### Track usage over the die

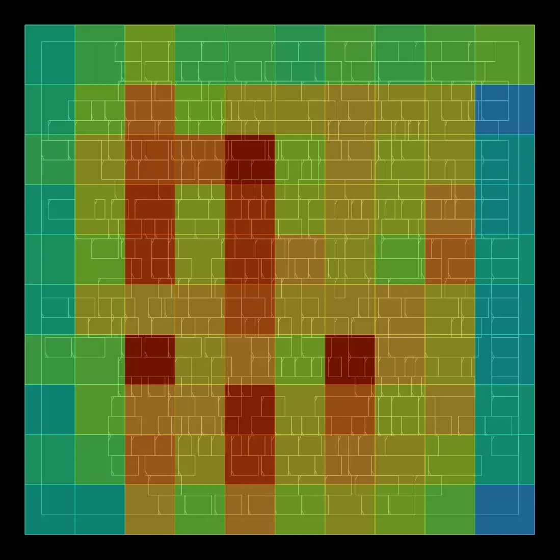
### Sizing map

Scale bar: 20 um.
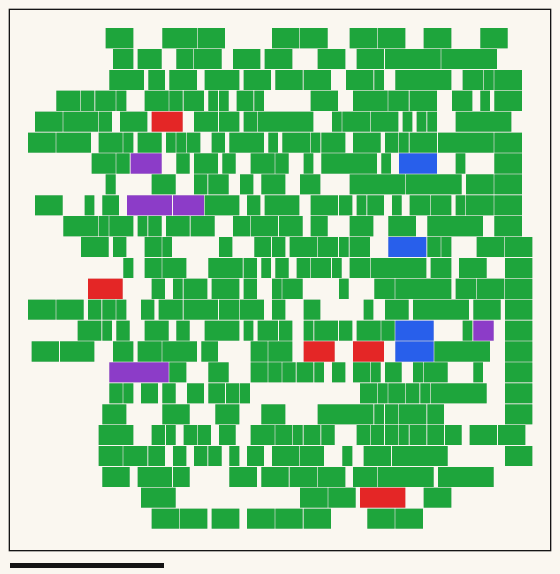
### Gate-type map

Scale bar: 20 um.
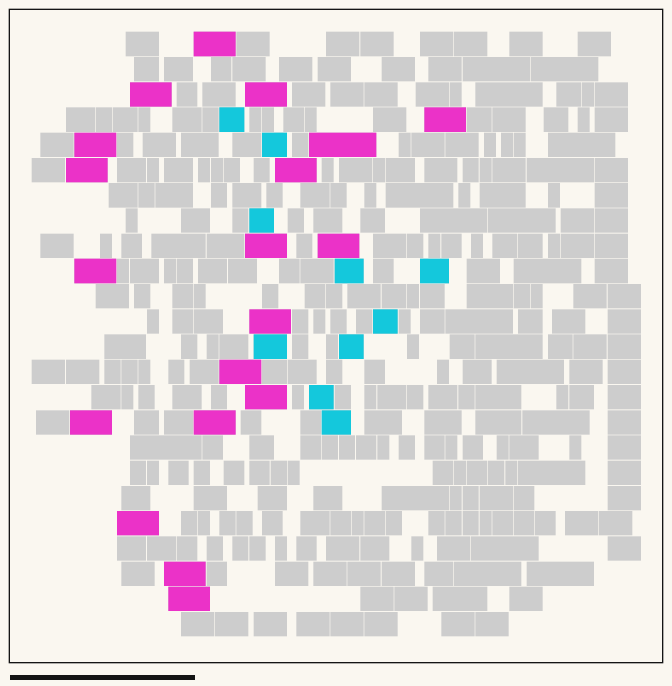
### The metal 1 layer

Scale bar: 20 um. Supply wires on this layer in grey. Cells faint in the background.
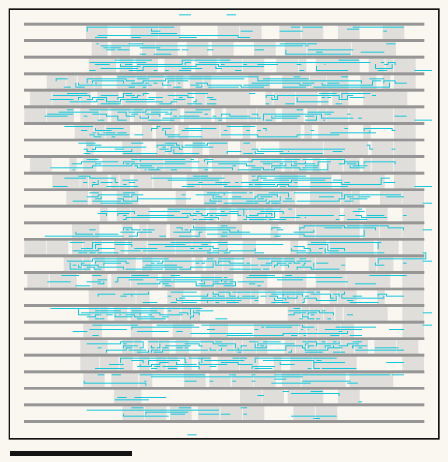
`src/rtl/bcout_pipe_pkg.sv`:
```
// Shared definitions for the DSP48A1 B-path transmit stage.
// Holds operand width defaults, register-stage defaults and pre-adder op decode.
package bcout_pipe_pkg;

    // Operand width of the B and D paths in the DSP48A1 slice
    localparam int B_WIDTH = 18;

    // Default register-stage enables for the B path
    localparam int B0REG_DEFAULT = 0;
    localparam int B1REG_DEFAULT = 1;

    // Pre-adder operation selected by opmode bits 4 (pre-add enable) and 6 (subtract)
    typedef enum logic [1:0] {
        PRE_PASS = 2'd0,
        PRE_ADD  = 2'd1,
        PRE_SUB  = 2'd2
    } pre_op_e;

    function automatic pre_op_e pre_op_decode(input logic preadd, input logic presub);
        pre_op_e op;
        op = PRE_PASS;
        if (preadd) begin
            op = presub ? PRE_SUB : PRE_ADD;
        end
        return op;
    endfunction

    // Any non-zero register parameter enables the stage
    function automatic int stage_en(input int reg_cfg);
        return (reg_cfg != 0) ? 1 : 0;
    endfunction

endpackage

```
`src/rtl/bcout_pipe_reg_mux.sv`:
```
// Optional pipeline register with bypass select: sync active-high reset, clock enable.
// Ports: clk, rst, ce, d_in[WIDTH] in; q_out[WIDTH] = registered (REG!=0) or d_in (REG=0).
module bcout_pipe_reg_mux
    import bcout_pipe_pkg::*;
#(
    parameter int WIDTH = B_WIDTH,
    parameter int REG   = 1
) (
    input  logic             clk,
    input  logic             rst,
    input  logic             ce,
    input  logic [WIDTH-1:0] d_in,
    output logic [WIDTH-1:0] q_out
);

    localparam bit REG_EN = (REG != 0);

    logic [WIDTH-1:0] data_d;
    logic [WIDTH-1:0] data_q;

    // Next-state: load on enable, otherwise hold
    always_comb begin
        data_d = data_q;
        if (ce) begin
            data_d = d_in;
        end
    end

    // Reset wins over clock enable
    always_ff @(posedge clk) begin
        if (rst) begin
            data_q <= '0;
        end else begin
            data_q <= data_d;
        end
    end

    // When bypassed the flop is left unused and trimmed by synthesis
    always_comb begin
        q_out = d_in;
        if (REG_EN) begin
            q_out = data_q;
        end
    end

endmodule

```
`src/rtl/bcout_pipe.sv`:
```
// DSP48A1 B-path transmit stage: optional B0 register, D pre-adder/subtractor, optional B1 register.
// Ports: clk, rstb (sync, active-high), ceb, b_in, d, opmode4, opmode6 in; bcout, b1_out out.
module bcout_pipe
    import bcout_pipe_pkg::*;
#(
    parameter int WIDTH = B_WIDTH,
    parameter int B0REG = B0REG_DEFAULT,
    parameter int B1REG = B1REG_DEFAULT
) (
    input  logic             clk,
    input  logic             rstb,
    input  logic             ceb,
    input  logic [WIDTH-1:0] b_in,
    input  logic [WIDTH-1:0] d,
    input  logic             opmode4,
    input  logic             opmode6,
    output logic [WIDTH-1:0] bcout,
    output logic [WIDTH-1:0] b1_out
);

    logic [WIDTH-1:0] b0;
    logic [WIDTH-1:0] pre;
    logic [WIDTH-1:0] b1;
    pre_op_e          pre_op;

    // B0 stage: registers the selected B operand ahead of the pre-adder
    bcout_pipe_reg_mux #(
        .WIDTH (WIDTH),
        .REG   (stage_en(B0REG))
    ) u_b0 (
        .clk   (clk),
        .rst   (rstb),
        .ce    (ceb),
        .d_in  (b_in),
        .q_out (b0)
    );

    // Pre-adder: modulo-2^WIDTH, carry/borrow dropped, operands unsigned
    always_comb begin
        pre_op = pre_op_decode(opmode4, opmode6);
        pre    = b0;
        unique case (pre_op)
            PRE_ADD: pre = d + b0;
            PRE_SUB: pre = d - b0;
            default: pre = b0;
        endcase
    end

    // B1 stage: feeds both the cascade and the local multiplier
    bcout_pipe_reg_mux #(
        .WIDTH (WIDTH),
        .REG   (stage_en(B1REG))
    ) u_b1 (
        .clk   (clk),
        .rst   (rstb),
        .ce    (ceb),
        .d_in  (pre),
        .q_out (b1)
    );

    assign bcout  = b1;
    assign b1_out = b1;

endmodule
```
`config.mk`:
```
export PLATFORM = sky130hd
export DESIGN_NAME = bcout_pipe
export DESIGN_NICKNAME = d
export VERILOG_FILES = /design/src/rtl/bcout_pipe_pkg.sv /design/src/rtl/bcout_pipe_reg_mux.sv /design/src/rtl/bcout_pipe.sv
export SDC_FILE = /design/constraint.sdc
export NUM_CORES = 1
export LEC_CHECK = 0
export CAP_MARGIN = 20
export CORE_MARGIN = 2
export CORE_UTILIZATION = 49
export CTS_CLUSTER_SIZE = 8
export DETAILED_ROUTE_END_ITERATION = 8
export PLACE_DENSITY = 0.86
export SLEW_MARGIN = 20
export SYNTH_ARGS = -nofsm -noshare
export SYNTH_HDL_FRONTEND = slang
export SYNTH_SLANG_ARGS = --single-unit
```
`constraint.sdc`:
```
create_clock -name clk -period 10.8 [get_ports clk]
set_input_delay 1.62 -clock clk [delete_from_list [all_inputs] [get_ports clk]]
set_output_delay 1.62 -clock clk [all_outputs]
set_load 0.05 [all_outputs]
```
==> job_summary.md <==
## Implementation flow summary

| Metric | Value |
|---|---|
| DR vias/cell | 6.000 |
| RR Endpoint | u_b1.q_out[16]$_SDFFE_PP0P_ |
| Fmax | 170.6 MHz |
| Comb. pwr | 0.199 mW |
| Simple Share, Synth | 22.59% |
| Largest net degree at the start of global routing | 33 |
| Worst-path cell chain | clkdlybuf4s50_1 > and2_1 > a21oi_1 > or3_1 > o21ai_0 > xor2_1 > ha_1 > a21o_1 > a21o_1 > a21oi_1 > nand2_1 > o21ai_0 > mux2_2 > a311oi_1 |
| Synth top cell by count | nor2_1 |
| Distinct cells, synth | 49 |
| Global-route wire length before repair | 10.12 mm |
| Met3 wire length | 492 um |
| H-tree level count | 1 |
| Async SR Flop Fraction | 0% |
| Row cnt | 24 |
| Status | complete, no violations |
| Syn Area/Cell | 7.586 um^2 |
| Critical path depth in cells | 14 |
| DRT Pass-1 Iters | 5 |
| Buf+Inv Stages, Crit Path | 1 |
| Cell Pwr Density | 115.6 nW/um^2 |
## Picture notes: 'Track usage over the die'
busiest grt layer: met2
WL/cell: 16.20 um

## Picture notes: 'Sizing map'
green -> x1 and smaller  # cells 321, most used clkdlybuf4s50_1
red -> x2  # cells 5, most used mux2_2
purple -> x3 and x4  # cells 5, most used or4_4
blue -> x6 and larger  # cells 4, most used clkbuf_8
area delta synth->final: 32.75%
Non-clk bufs: 77
fin area: 2860 um^2

## Picture notes: 'Gate-type map'
cyan -> non-inverting ao/oa cells  # cells 10, most used a21o_1
magenta -> fa/ha/maj cells  # cells 19, most used ha_1
Comb area share: 54.90%
highest-count logic cell in the final layout: clkdlybuf4s50_1
fin cells: 387

## Picture notes: 'The metal 1 layer'
nets with wire on the layer = 357
main direction = horizontal
share of all routed wire = 44%
wire length on this layer = 2,780 um
longest straight run = 33.1 um
routed via count: 2,322
final WL: 6.269 mm
met1 Usage GRT: 36.97%

No activity file was given, so power comes from the tool's default toggle rates.
